Figure 1. Selected gate families.
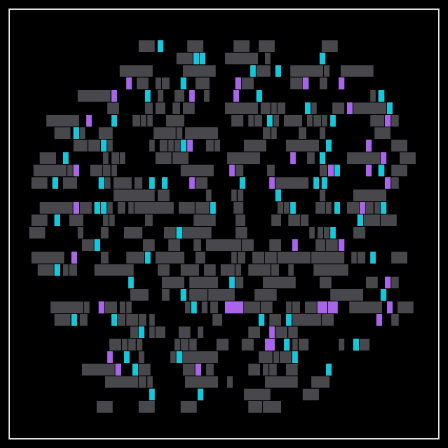
Figure 2. Clock wiring as the flow saved it.
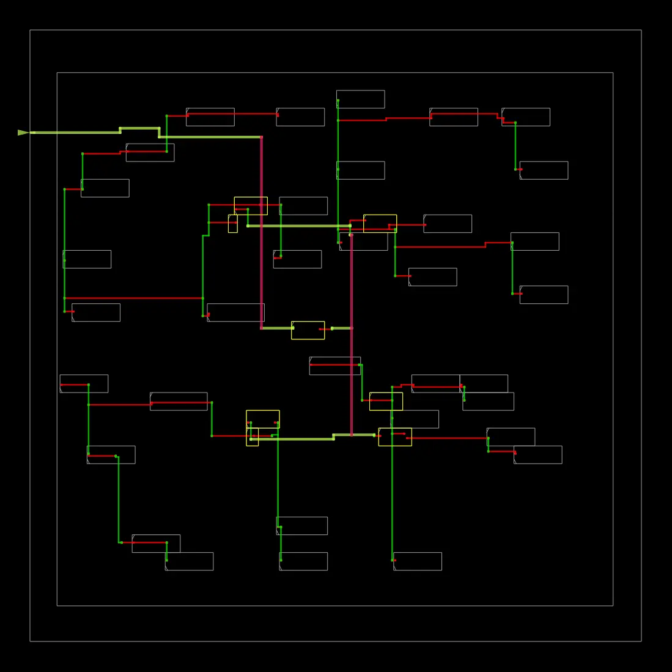
Figure 3. Ports around the boundary.
The bar under the picture is 20 µm long. Pins as bars across the die edge, other pins in gray.
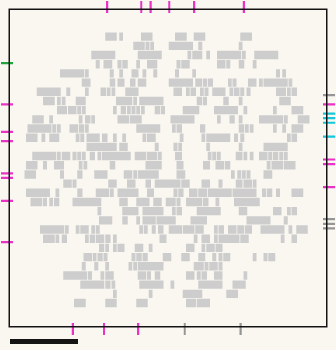
Figure 4. A small window of the routed layout.
The bar under the picture is 5 µm long. Region (37, 55) to (57, 75) µm. Cells in gray, sequential cells in the stronger gray; small squares are vias.
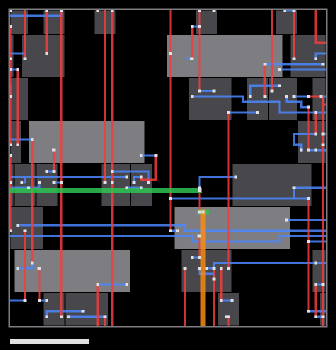
$ cat src/rtl/spike_time_encoder.sv
`default_nettype none
// +----------------------------------------------------------------------------+
// | spike_time_encoder: multi-channel time-to-first-spike transmitter           |
// | Rev 1.0 - initial release                                                   |
// +----------------------------------------------------------------------------+
module spike_time_encoder #(
  parameter int N_CHANNELS  = 4,
  parameter int DTT_WIDTH   = 5,
  parameter bit INVERT      = 1'b0,
  parameter bit ZERO_SILENT = 1'b0
) (
  input  logic                             CLK,
  input  logic                             RST,
  input  logic                             in_valid,
  output logic                             in_ready,
  input  logic [N_CHANNELS*DTT_WIDTH-1:0]  in_vector,
  output logic [N_CHANNELS-1:0]            spikes,
  output logic                             window_start,
  output logic                             done,
  output logic                             busy
);

  localparam int                 WIN    = 1 << DTT_WIDTH;
  localparam logic [DTT_WIDTH:0] T_LAST = (DTT_WIDTH+1)'(WIN - 1);

  typedef enum logic [1:0] {
    S_IDLE = 2'd0,
    S_RUN  = 2'd1,
    S_DONE = 2'd2
  } state_t;

  state_t                          state_q, state_d;
  logic [DTT_WIDTH:0]              t_q, t_d;
  logic [N_CHANNELS*DTT_WIDTH-1:0] vals_q, vals_d;
  logic [N_CHANNELS-1:0]           spikes_q, spikes_d;
  logic                            ws_q, ws_d;
  logic                            done_q, done_d;
  logic                            w_ready;
  logic                            w_accept;

  assign w_ready  = (state_q == S_IDLE) || (state_q == S_DONE);
  assign w_accept = in_valid && w_ready;

  always_comb begin
    state_d = state_q;
    t_d     = t_q;
    vals_d  = vals_q;
    case (state_q)
      S_IDLE, S_DONE: begin
        if (w_accept) begin
          state_d = S_RUN;
          t_d     = '0;
          vals_d  = in_vector;
        end else begin
          state_d = S_IDLE;
        end
      end
      S_RUN: begin
        if (t_q == T_LAST) begin
          state_d = S_DONE;
        end else begin
          t_d = t_q + 1'b1;
        end
      end
      default: state_d = S_IDLE;
    endcase
    ws_d   = w_accept;
    done_d = (state_d == S_DONE);
  end

  // Spikes are decided from next-state values so the registered pulse lands in cycle k+1+off.
  for (genvar i = 0; i < N_CHANNELS; i++) begin : g_chan
    logic [DTT_WIDTH-1:0] w_val;
    logic [DTT_WIDTH-1:0] w_off;
    logic                 w_en;
    assign w_val       = vals_d[i*DTT_WIDTH +: DTT_WIDTH];
    assign w_off       = INVERT ? ~w_val : w_val;
    assign w_en        = !(ZERO_SILENT && (w_val == '0));
    assign spikes_d[i] = (state_d == S_RUN) && w_en && (w_off == t_d[DTT_WIDTH-1:0]);
  end

  always_ff @(posedge CLK) begin
    if (RST) begin
      state_q  <= S_IDLE;
      t_q      <= '0;
      vals_q   <= '0;
      spikes_q <= '0;
      ws_q     <= 1'b0;
      done_q   <= 1'b0;
    end else begin
      state_q  <= state_d;
      t_q      <= t_d;
      vals_q   <= vals_d;
      spikes_q <= spikes_d;
      ws_q     <= ws_d;
      done_q   <= done_d;
    end
  end

  assign in_ready     = !RST && w_ready;
  assign spikes       = RST ? '0 : spikes_q;
  assign window_start = !RST && ws_q;
  assign done         = !RST && done_q;
  assign busy         = !RST && (state_q == S_RUN);

endmodule
`default_nettype wire

$ cat config.mk
export PLATFORM = sky130hd
export DESIGN_NAME = spike_time_encoder
export DESIGN_NICKNAME = d
export VERILOG_FILES = /design/src/rtl/spike_time_encoder.sv
export SDC_FILE = /design/constraint.sdc
export NUM_CORES = 1
export LEC_CHECK = 0
export ABC_AREA = 1
export CAP_MARGIN = 0
export CORE_MARGIN = 4
export CORE_UTILIZATION = 25
export DETAILED_ROUTE_END_ITERATION = 8
export PLACE_DENSITY = 0.41
export SLEW_MARGIN = 20
export SYNTH_ARGS = -nofsm -noshare
export SYNTH_HDL_FRONTEND = slang
export SYNTH_SLANG_ARGS = --single-unit
export TNS_END_PERCENT = 1
$ cat constraint.sdc
create_clock -name CLK -period 1.4 [get_ports CLK]
set_clock_uncertainty 0.05 [all_clocks]
set_input_delay 0.28 -clock CLK [delete_from_list [all_inputs] [get_ports CLK]]
set_output_delay 0.28 -clock CLK [all_outputs]
set_load 0.01 [all_outputs]
==> flow_metrics.py <==
# Generated from Yosys and OpenROAD reports
metrics = {
    "grt": {
        "grt_max_degree": 16,
        "overflow": 0,
        "grt_antenna_before_repair": 0,
        "track_usage_pct": 12.2,
        "grt_pass1_wl_mm": 8.40,
        "grt_pass1_vias": 1795,
    },
    "flow_run": {
        "warning_count": 28,
        "maxCapViolations": 0,
    },
    "route": {
        "drtIter0Drc": 54,
        "drt_wl_total_mm": 4.85,
        "drtPass1Iterations": 4,
        "vias_per_cell": 4.03,
        "post_drt_wl_per_cell_um": 10.3,
        "ant_nets": 0,
        "drc": 0,
        "num_vias": 1900,
    },
    "critical_path": {
        "max_stage_delay_ns": 0.44,
        "critPathKind": "primary input to flop",
        "startpoint_type": "primary input",
        "cpMostUsedCell": "nand2_1",
        "cp_max_fo": 9,
        "critPathCaptureType": "flop",
        "critPathArrivalTime_ns": 1.73,
        "crit_slowest_cell": "clkdlybuf4s50_1",
        "cp_cell_sequence": "clkdlybuf4s50_1, nand2_4, nand2_1, inv_2, nand2_1, buf_4, nand3_1, nand2_1, inv_1, nand3_2, nor2_1",
        "required_ns": 1.58,
    },
    "synth": {
        "yosys_area_um2": 1830,
        "fp_nets": 321,
        "ys_types": 23,
        "adder_share_pct": 0.684,
        "yosysSeqAreaShare_pct": 37.2,
        "synth_compound_gate_area_share_pct": 8.48,
        "ys_ff": 34,
        "logic_family": "simple AND/OR/NAND/NOR gates",
        "syn_avg_cell_area_um2": 6.16,
        "ys_cells": 297,
        "yosysWarnings": 0,
        "ys_sh_simple_pct": 38.0,
        "ys_sh_mux_pct": 0,
        "xor_share_pct": 0.478,
        "synth_cells": 297,
        "syn_area_um2": 1830,
    },
    "timing": {
        "period_minus_slack_ns": 1.55,
        "fin_ws_ns": -0.149,
        "slew_viol_final": 0,
        "tightest_slew_ns": 0.328,
        "max_freq_ghz": 0.646,
        "fin_crit_sh_pct": 111,
        "finalHoldViolCount": 0,
        "relSlewSlack_pct": 78.0,
        "rsz0062_at_grt": "yes",
        "final-setup-viol-count": 6,
        "whs_ns": 0.529,
    },
    "die": {
        "fp_util_pct": 26.4,
        "rows": 30,
        "die_area_um2": 8760,
        "core_region_area_um2": 6940,
        "ioPinCount": 31,
    },
    "power": {
        "p_leak_nw": 1.35,
        "p_int_mw": 1.69,
        "p_comb_share_pct": 24.3,
        "power.switching_uw": 687,
        "p_sw_share_pct": 28.9,
        "power_frac_seq_pct": 43.3,
        "ir_drop_uv": 311,
        "p_per_area_nw_per_um2": 835,
        "total_power_mw": 2.38,
        "p_clk_share_pct": 32.4,
    },
    "placement": {
        "hpwl_mm": 3.65,
        "dp.cells": 460,
        "gp_congestion": 0.772,
    },
    "layout": {
        "final_cells": 472,
        "num-nets-final": 399,
        "area_growth_pct": 55.8,
        "drive_gt1_share_pct": 27.9,
        "antenna_cells": 0,
    },
    "status": {
        "status": "finished with violations",
        "violations": "setup timing",
    },
    "clock_tree": {
        "clock_sinks": 34,
        "tritoncts": "done",
        "cts.clk_slew.worst_paths_ns": 0.07,
        "clockBufferDepth": 2,
        "numCtsBuffers": 5,
        "htreeDepth": 2,
        "cts_root_buf": "clkbuf_8",
    },
    "min_path": {
        "hold_path_class": "primary input to flop",
    },
}
About Figure 1:
| color | family | cells |
|---|---|---|
| purple | nor cells | 38 |
| cyan | inv cells | 64 |

About Figure 2:
clock buf count: 7
Late-Pin Clk Latency: 0.29 ns

About Figure 3:
| color | port | pins | direction | edge |
|---|---|---|---|---|
| cyan | spikes | 4 | output | right |
| green | CLK | 1 | input | left |
| magenta | in_vector | 20 | input | 7 left, 6 top, 4 right, 3 bottom |
all pins by edge: 12 right, 8 left, 6 top, 5 bottom
Die W: 93.6 µm
die y size: 93.6 µm
PortBufs: 30

About Figure 4:
| color | layer |
|---|---|
| red | metal 2 |
| blue | metal 1 |
| orange | metal 4 |
| green | metal 3 |
sequential cells in the window: 4
netlist names of flops here include: vals_q (3), spikes_q (1)
most frequent: nor2_1 (5)
cells with their middle in the window: 28

-- path summary, 6_finish.rpt --
path	cells after the start	endpoint	from	slack, ns
worst max-delay path	11	spikes_q[3]	in_valid	-0.15
worst min-delay path	4	vals_q[3]	RST	0.53
worst max register to register	9	spikes_q[1]	t_q[1]	-0.15
worst min register to register	4	vals_q[1]	vals_q[1]	0.55
-- timing repair --
item	CTS	global route
pin swaps	19	14
gates resized	53	24
buffers inserted	3	1
setup endpoints to repair	28	33
hold buffers	0	0
-- cell families (layout without fill, tap and decap cells) --
kind of cell             Yosys count  in the layout
adder cells (fa/ha/maj)            1              1
buffers and inverters             72            151
flip-flops                        34             34
XOR/XNOR                           1              1
AND/OR/NAND/NOR                  159            159
AND-OR/OR-AND                     30             30
-- final cells by class --
type / instances / area, µm²
Clock buffer: 7 / 86.3
Clock inverter: 1 / 5.00
Fill cell: 764 / 4090
Inverter: 64 / 240
Multi-Input combinational cell: 191 / 1050
Sequential cell: 34 / 692
Tap cell: 96 / 120
Timing Repair Buffer: 79 / 658
-- stage by stage --
step | setup WS [ns] | utilization, % | area (µm²) | setup TNS [ns]
floorplan | 0.00583 | - | 1870 | 0
global placement | -0.505 | 37.3 | 2590 | -12.48
detailed placement | -0.507 | 37.3 | 2590 | -12.74
CTS | -0.154 | 40.3 | 2800 | -0.732
global route | -0.299 | 41.1 | 2850 | -2.20
finish | -0.149 | 41.1 | 2850 | -0.697
-- Yosys cell counts, drive strengths merged --
library cell | n | area (µm²)
xor2 | 1 | 8.76
nand3 | 33 | 185
nor4 | 2 | 12.5
clkbuf | 3 | 11.3
dfxtp | 34 | 681
ha | 1 | 12.5
nand4 | 5 | 31.3
inv | 64 | 240
o21ai | 22 | 114
a21oi | 7 | 35.0
nand2 | 83 | 329
buf | 5 | 26.3
a31oi | 1 | 6.26
nor2 | 36 | 138
-- critical path: cells and delay by family --
kind	cells	cell delay, ns
buffers and inverters	4	0.78
AND/OR/NAND/NOR	7	0.68
-- power groups by stage --
stage	logic, mW	clock network [mW]	registers, mW
final	0.579	0.771	1.03
after global routing	0.660	0.843	1.04
after CTS	0.571	0.809	1.03
after detailed placement	0.529	0	1.05
after global placement	0.530	0	1.05
after floorplan	0.278	0	1.05
-- sequential cells by signal (all words and copies together) (netlist names) --
name and cells:
state_q 2, vals_q 20, t_q 6, done_q 1, spikes_q 4, ws_q 1
-- cells in the final DEF, fill, tap and decap left out, types with 2 or more instances in the layout --
master,n
a21oi_1,5
buf_2,2
buf_4,46
buf_6,3
clkbuf_2,2
clkbuf_8,6
clkdlybuf4s15_1,4
clkdlybuf4s50_1,21
dfxtp_1,29
dfxtp_2,3
dfxtp_4,2
inv_1,61
inv_2,3
nand2_1,68
nand2_2,8
nand2_4,7
nand3_1,25
nand3_2,4
nand3_4,4
nand4_1,5
nor2_1,34
nor4_1,2
o21ai_0,4
o21ai_1,9
o21ai_2,8
-- metal layers --
metal	part of all wire, %	wire, µm	up-vias	track usage (%)
met3	4.2	203	5	3.14
met5	0	0	-	0
met4	1.2	59	0	3.61
met2	46	2220	30	19.8
met1	49	2370	804	15.9
li1	-	-	1061	-
Power is estimated from default activity; no workload was simulated.
